Clock routing:
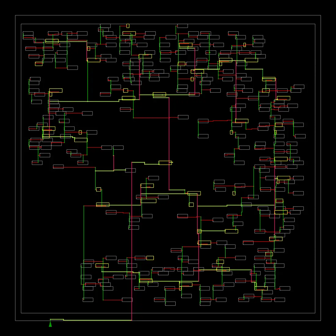
Port wiring:
Drawn at 1.5 px/um.
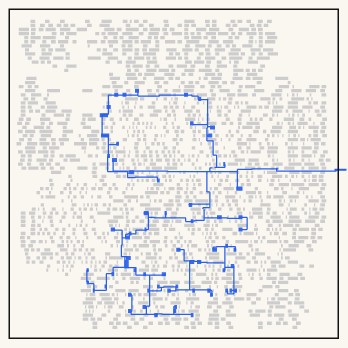
Sequential cells grouped by signal name:
Drawn at 1.5 px/um. Other sequential cells in the stronger grey, the rest of the logic in the fainter grey.
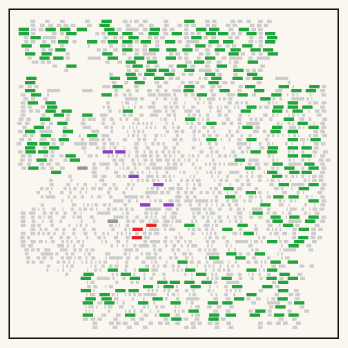
Cell density map:
Drawn at 1 px/um. 22 x 22 tiles, from dark purple (low) to yellow (high), 0 to 100% covered.
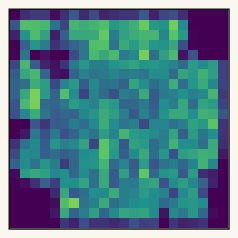
Gate families picked out:
Drawn at 2 px/um.
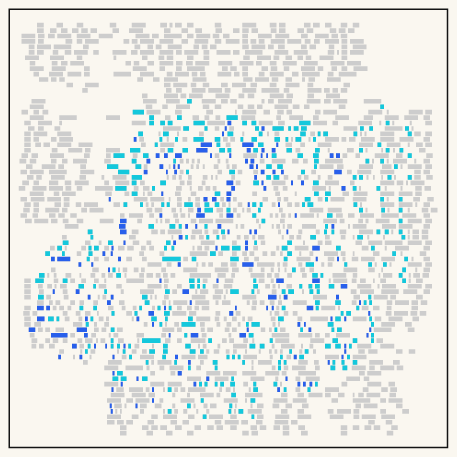
[src/rtl/ps2_defs_pkg.sv]
// Shared definitions for the PS/2 line builder: scancode constants,
// the FSM state encoding and the ASCII fill character.
package ps2_defs_pkg;

  localparam logic [7:0] SC_BREAK  = 8'hF0;
  localparam logic [7:0] SC_EXT    = 8'hE0;
  localparam logic [7:0] SC_ENTER  = 8'h5A;
  localparam logic [7:0] SC_BKSP   = 8'h66;
  localparam logic [7:0] SC_LSHIFT = 8'h12;
  localparam logic [7:0] SC_RSHIFT = 8'h59;
  localparam logic [7:0] ASCII_NUL = 8'h00;

  typedef enum logic [2:0] {
    S_IDLE,
    S_BREAK,
    S_EXT,
    S_EXT_BRK,
    S_COMMIT
  } state_t;

endpackage

[src/rtl/ps2_scancode_to_ascii.sv]
// Combinational scancode-set-2 to ASCII decoder for letters, digits and space.
// Letters honour shift; digits and space do not.
module ps2_scancode_to_ascii (
  input  logic [7:0] scancode,
  input  logic       shift,
  output logic [7:0] ascii,
  output logic       is_printable
);

  logic [7:0] lc;
  logic       is_letter;

  always_comb begin
    lc           = 8'h00;
    is_letter    = 1'b1;
    ascii        = 8'h00;
    is_printable = 1'b1;
    case (scancode)
      8'h1C: lc = "a";  8'h32: lc = "b";  8'h21: lc = "c";  8'h23: lc = "d";
      8'h24: lc = "e";  8'h2B: lc = "f";  8'h34: lc = "g";  8'h33: lc = "h";
      8'h43: lc = "i";  8'h3B: lc = "j";  8'h42: lc = "k";  8'h4B: lc = "l";
      8'h3A: lc = "m";  8'h31: lc = "n";  8'h44: lc = "o";  8'h4D: lc = "p";
      8'h15: lc = "q";  8'h2D: lc = "r";  8'h1B: lc = "s";  8'h2C: lc = "t";
      8'h3C: lc = "u";  8'h2A: lc = "v";  8'h1D: lc = "w";  8'h22: lc = "x";
      8'h35: lc = "y";  8'h1A: lc = "z";
      default: is_letter = 1'b0;
    endcase

    if (is_letter) begin
      // Upper case sits exactly 0x20 below lower case in ASCII.
      ascii = shift ? (lc - 8'h20) : lc;
    end else begin
      case (scancode)
        8'h45: ascii = "0";  8'h16: ascii = "1";  8'h1E: ascii = "2";
        8'h26: ascii = "3";  8'h25: ascii = "4";  8'h2E: ascii = "5";
        8'h36: ascii = "6";  8'h3D: ascii = "7";  8'h3E: ascii = "8";
        8'h46: ascii = "9";  8'h29: ascii = " ";
        default: is_printable = 1'b0;
      endcase
    end
  end

endmodule

[src/rtl/ps2_line_builder.sv]
// Assembles decoded PS/2 keystrokes into a fixed-width command line, echoing it
// continuously and pulsing ready for one cycle when Enter commits the line.
module ps2_line_builder
  import ps2_defs_pkg::*;
#(
  parameter int LINE_CHARS = 32,
  parameter int CHAR_W     = 8
) (
  input  logic                               clock,
  input  logic                               reset,
  input  logic [7:0]                         ps2_key_data,
  input  logic                               ps2_key_pressed,
  output logic [LINE_CHARS*CHAR_W-1:0]       ps2_line_content,
  output logic                               ps2_line_ready,
  output logic [$clog2(LINE_CHARS+1)-1:0]    ps2_line_length,
  output logic                               ps2_line_overflow
);

  localparam int LEN_W = $clog2(LINE_CHARS + 1);
  localparam int IDX_W = $clog2(LINE_CHARS);
  localparam logic [LEN_W-1:0] FULL_LEN = LEN_W'(LINE_CHARS);
  localparam logic [LEN_W-1:0] LEN_ONE  = LEN_W'(1);

  state_t            state_q, state_d;
  logic [CHAR_W-1:0] buf_q [LINE_CHARS];
  logic [CHAR_W-1:0] buf_d [LINE_CHARS];
  logic [LEN_W-1:0]  len_q, len_d;
  logic              ovf_q, ovf_d;
  logic              shift_q, shift_d;
  logic [7:0]        ascii;
  logic              is_printable;

  ps2_scancode_to_ascii u_decode (
    .scancode     (ps2_key_data),
    .shift        (shift_q),
    .ascii        (ascii),
    .is_printable (is_printable)
  );

  always_comb begin
    state_d = state_q;
    buf_d   = buf_q;
    len_d   = len_q;
    ovf_d   = ovf_q;
    shift_d = shift_q;

    // The commit cycle clears first so a same-cycle keystroke edits the fresh line.
    if (state_q == S_COMMIT) begin
      for (int i = 0; i < LINE_CHARS; i++) buf_d[i] = CHAR_W'(ASCII_NUL);
      len_d   = '0;
      ovf_d   = 1'b0;
      state_d = S_IDLE;
    end

    if (ps2_key_pressed) begin
      case (state_q)
        S_BREAK: begin
          state_d = S_IDLE;
          if (ps2_key_data == SC_LSHIFT || ps2_key_data == SC_RSHIFT) shift_d = 1'b0;
        end
        S_EXT:     state_d = (ps2_key_data == SC_BREAK) ? S_EXT_BRK : S_IDLE;
        S_EXT_BRK: state_d = S_IDLE;
        default: begin
          if (ps2_key_data == SC_BREAK) begin
            state_d = S_BREAK;
          end else if (ps2_key_data == SC_EXT) begin
            state_d = S_EXT;
          end else if (ps2_key_data == SC_LSHIFT || ps2_key_data == SC_RSHIFT) begin
            shift_d = 1'b1;
          end else if (ps2_key_data == SC_ENTER) begin
            state_d = S_COMMIT;
          end else if (ps2_key_data == SC_BKSP) begin
            if (len_d != '0) begin
              buf_d[IDX_W'(len_d - LEN_ONE)] = CHAR_W'(ASCII_NUL);
              len_d = len_d - LEN_ONE;
            end
          end else if (is_printable) begin
            if (len_d < FULL_LEN) begin
              buf_d[IDX_W'(len_d)] = CHAR_W'(ascii);
              len_d = len_d + LEN_ONE;
            end else begin
              ovf_d = 1'b1;
            end
          end
        end
      endcase
    end
  end

  always_ff @(posedge clock) begin
    if (reset) begin
      state_q <= S_IDLE;
      buf_q   <= '{default: '0};
      len_q   <= '0;
      ovf_q   <= 1'b0;
      shift_q <= 1'b0;
    end else begin
      state_q <= state_d;
      buf_q   <= buf_d;
      len_q   <= len_d;
      ovf_q   <= ovf_d;
      shift_q <= shift_d;
    end
  end

  // Slot 0 is the leftmost character, so it occupies the top byte.
  always_comb begin
    ps2_line_content = '0;
    for (int i = 0; i < LINE_CHARS; i++)
      ps2_line_content[(LINE_CHARS-1-i)*CHAR_W +: CHAR_W] = buf_q[i];
  end

  assign ps2_line_ready    = (state_q == S_COMMIT);
  assign ps2_line_length   = len_q;
  assign ps2_line_overflow = ovf_q;

endmodule

[config.mk]
export PLATFORM = sky130hd
export DESIGN_NAME = ps2_line_builder
export DESIGN_NICKNAME = d
export VERILOG_FILES = /design/src/rtl/ps2_defs_pkg.sv /design/src/rtl/ps2_scancode_to_ascii.sv /design/src/rtl/ps2_line_builder.sv
export SDC_FILE = /design/constraint.sdc
export NUM_CORES = 1
export LEC_CHECK = 0
export CAP_MARGIN = 20
export CELL_PAD_IN_SITES_DETAIL_PLACEMENT = 1
export CELL_PAD_IN_SITES_GLOBAL_PLACEMENT = 2
export CORE_MARGIN = 4
export CORE_UTILIZATION = 28
export DETAILED_ROUTE_END_ITERATION = 8
export PLACE_DENSITY_LB_ADDON = 0.3
export SKIP_LAST_GASP = 1
export SLEW_MARGIN = 20
export SYNTH_ARGS = -nofsm -noshare
export SYNTH_HDL_FRONTEND = slang
export SYNTH_HIERARCHICAL = 1
export SYNTH_SLANG_ARGS = --single-unit
[constraint.sdc]
create_clock -name clock -period 3.42 [get_ports clock]
set_input_delay 0.513 -clock clock [delete_from_list [all_inputs] [get_ports clock]]
set_output_delay 0.513 -clock clock [all_outputs]
set_load 0.05 [all_outputs]
==> results.sh <==
# implementation run metrics
export IMPL_status="complete, no violations"
export IMPL_vdd_ir_drop_max_v=0.000372
export IMPL_timing_final_crit_share=0.974
export IMPL_min_period_ps=3330
export IMPL_worstRegToRegCells=11
export IMPL_synthCells=1350
export IMPL_die_w_um=218
export IMPL_path_max_fanout=10
export IMPL_yosysChipArea_mm2=0.0124
export IMPL_cts_root_buf="clkbuf_16"
export IMPL_top_cell="dfxtp_1"
export IMPL_critical_path_n_buffers_inverters=5
export IMPL_synth_top_cell_by_area="dfxtp_1"
export IMPL_grt_use_met1=0.309
export IMPL_layout_nets=1790
export IMPL_whs_ps=457
export IMPL_cp_required_ps=3860
export IMPL_synth_top_flop_cell="dfxtp_1"
export IMPL_cp_cell_sequence="clkdlybuf4s50_1, buf_4, nor4b_4, mux2i_1, o22a_1, o21ai_2, or4_4, nand2b_1, buf_12, a21boi_1, buf_4, and4_1, and2_1, buf_4, a32oi_1, nor2_1"
export IMPL_htree_levels=1
export IMPL_r2r_setup_slack_ps=190
export IMPL_timing_fmax_mhz=300
export IMPL_n_antenna_cell=0
export IMPL_synth_avg_cell_area_um2=9.18
export IMPL_grt_pass1_wl_mm=83.9
export IMPL_drive_gt1_frac=0.215
export IMPL_area_growth_pct=47.9
export IMPL_ys_sh_adder=0.00808
export IMPL_p_per_area_mw_per_mm2=382
export IMPL_endpoint="ps2_line_content[115]"
export IMPL_startpoint_type="input port"
export IMPL_dp_slack_ps=-730
export IMPL_ys_types=99
export IMPL_wire_per_inst_um=23.7
export IMPL_antenna_found_initial=0
export IMPL_synth_compound_area_share=0.305
export IMPL_layout_top_cell="clkdlybuf4s50_1"
export IMPL_layout_top_cells="clkdlybuf4s50_1, dfxtp_1, buf_4"
export IMPL_cts_tree="built"
export IMPL_die_h_um=218
export IMPL_critPathKind="in -> reg"
export IMPL_top_area_frac=0.431
export IMPL_area_leaders="dfxtp_1, a22o_1, nand2_1, o22ai_1, a21oi_1"
export IMPL_finalPower_mw=6.99
export IMPL_avgViaCountPerCell=5.37
export IMPL_placed_cell_area_mm2=0.0172
export IMPL_finalHoldViolations=0
export IMPL_skew_ps=14.3
export IMPL_yosysWarnings=6
export IMPL_cts_buffers=31
export IMPL_drtIter0Drc=789
export IMPL_xor_share=0.00707
export IMPL_clkTransAtPathRegs_ps=60
export IMPL_rsz0062_at_grt="true"
export IMPL_worst_setup_path_end_kind="register"
export IMPL_dp_hpwl_mm=42.2
export IMPL_fin_tns_setup_ps=0
export IMPL_tightestPinTransition_ps=837
export IMPL_worstSetupPathDepth=16
export IMPL_slew_viol_final=0
export IMPL_dp_cells=2323
export IMPL_startpoint="ps2_key_data[6]"
export IMPL_drv_cap=0
export IMPL_fin_area_mm2=0.0183
export IMPL_seq_area_frac_synth=0.431
About 'clock routing':
Clock Sinks: 267
Clock Buffer Count: 45
P_clk: 3.32 mW

About 'port wiring':
reset: shown in blue, direction input, end cells 65, buffers 3, wire 1010 um.
IO Count: 275
Port Buf Inserts: 274

About 'sequential cells grouped by signal name':
state_q: shown in red, placed flops 3. ps2_line_length: shown in purple, placed flops 6, where centre. ps2_line_content: shown in green, placed flops 256, where widely spread.

About 'cell density map':
12% of the tiles are nearly empty. The fullest tile reaches 80%. The emptiest ninth of the die: south-west.
Core ar.: 0.0435 mm2
Layout Utilization: 0.422
initial core utilization: 0.285

About 'gate families picked out':
aoi and oai cells: shown in cyan, cells 326, most used a21oi_1. nor cells: shown in blue, cells 164, most used nor2_1.

## final cells by class
class	count	area (um2)
well taps	585	732
flip-flops and latches	267	5350
clock inverters	13	104
clock buffers	45	918
fillers	5019	25100
repair buffers	501	4630
multi-input cells	953	6520
inverters	17	66.3
## registers in the layout, indices dropped and copies added (netlist names)
signal	cells
shift_q	1
state_q	3
ps2_line_overflow	1
ps2_line_content	256
ps2_line_length	6
## timing repair
item                       CTS  global route
gates resized                4            13
hold buffers                 0             0
setup buffers                0             0
pin swaps                    0             2
setup endpoints to repair   39            81
## worst min path at each step
stage | startpoint | end | slack, ps | cells past startpoint
2_1_floorplan | state_q[2] | state_q[2] | 500 | 2
3_3_place_gp | ps2_line_content[186] | ps2_line_content[186] | 450 | 2
3_5_place_dp | ps2_line_content[186] | ps2_line_content[186] | 450 | 2
4_1_cts | ps2_line_content[186] | ps2_line_content[186] | 460 | 2
5_1_grt | ps2_line_content[186] | ps2_line_content[186] | 480 | 2
6_report | ps2_line_content[16] | ps2_line_content[16] | 460 | 2
## layer usage
layer	wire length [um]	part of all wire
met1	26100	0.46
met2	26500	0.47
met3	2530	0.045
met4	1180	0.021
met5	0	0
## worst register-to-register path, stage by stage (launching register included)
cell	delay [ps]
dfxtp_1	330
or3b_4	420
nand2_2	150
ha_2	310
buf_4	170
nand3b_1	80
a211oi_1	380
o21ai_0	300
buf_4	270
o2bb2ai_1	350
a21oi_4	160
a22o_1	220
## where the power goes
| part | switching [mW] | internal, mW |
|---|---|---|
| Clock | 1.39 | 1.94 |
| Sequential | 0.00131 | 3.11 |
| Combinational | 0.357 | 0.198 |
Power is estimated from default activity; no workload was simulated.
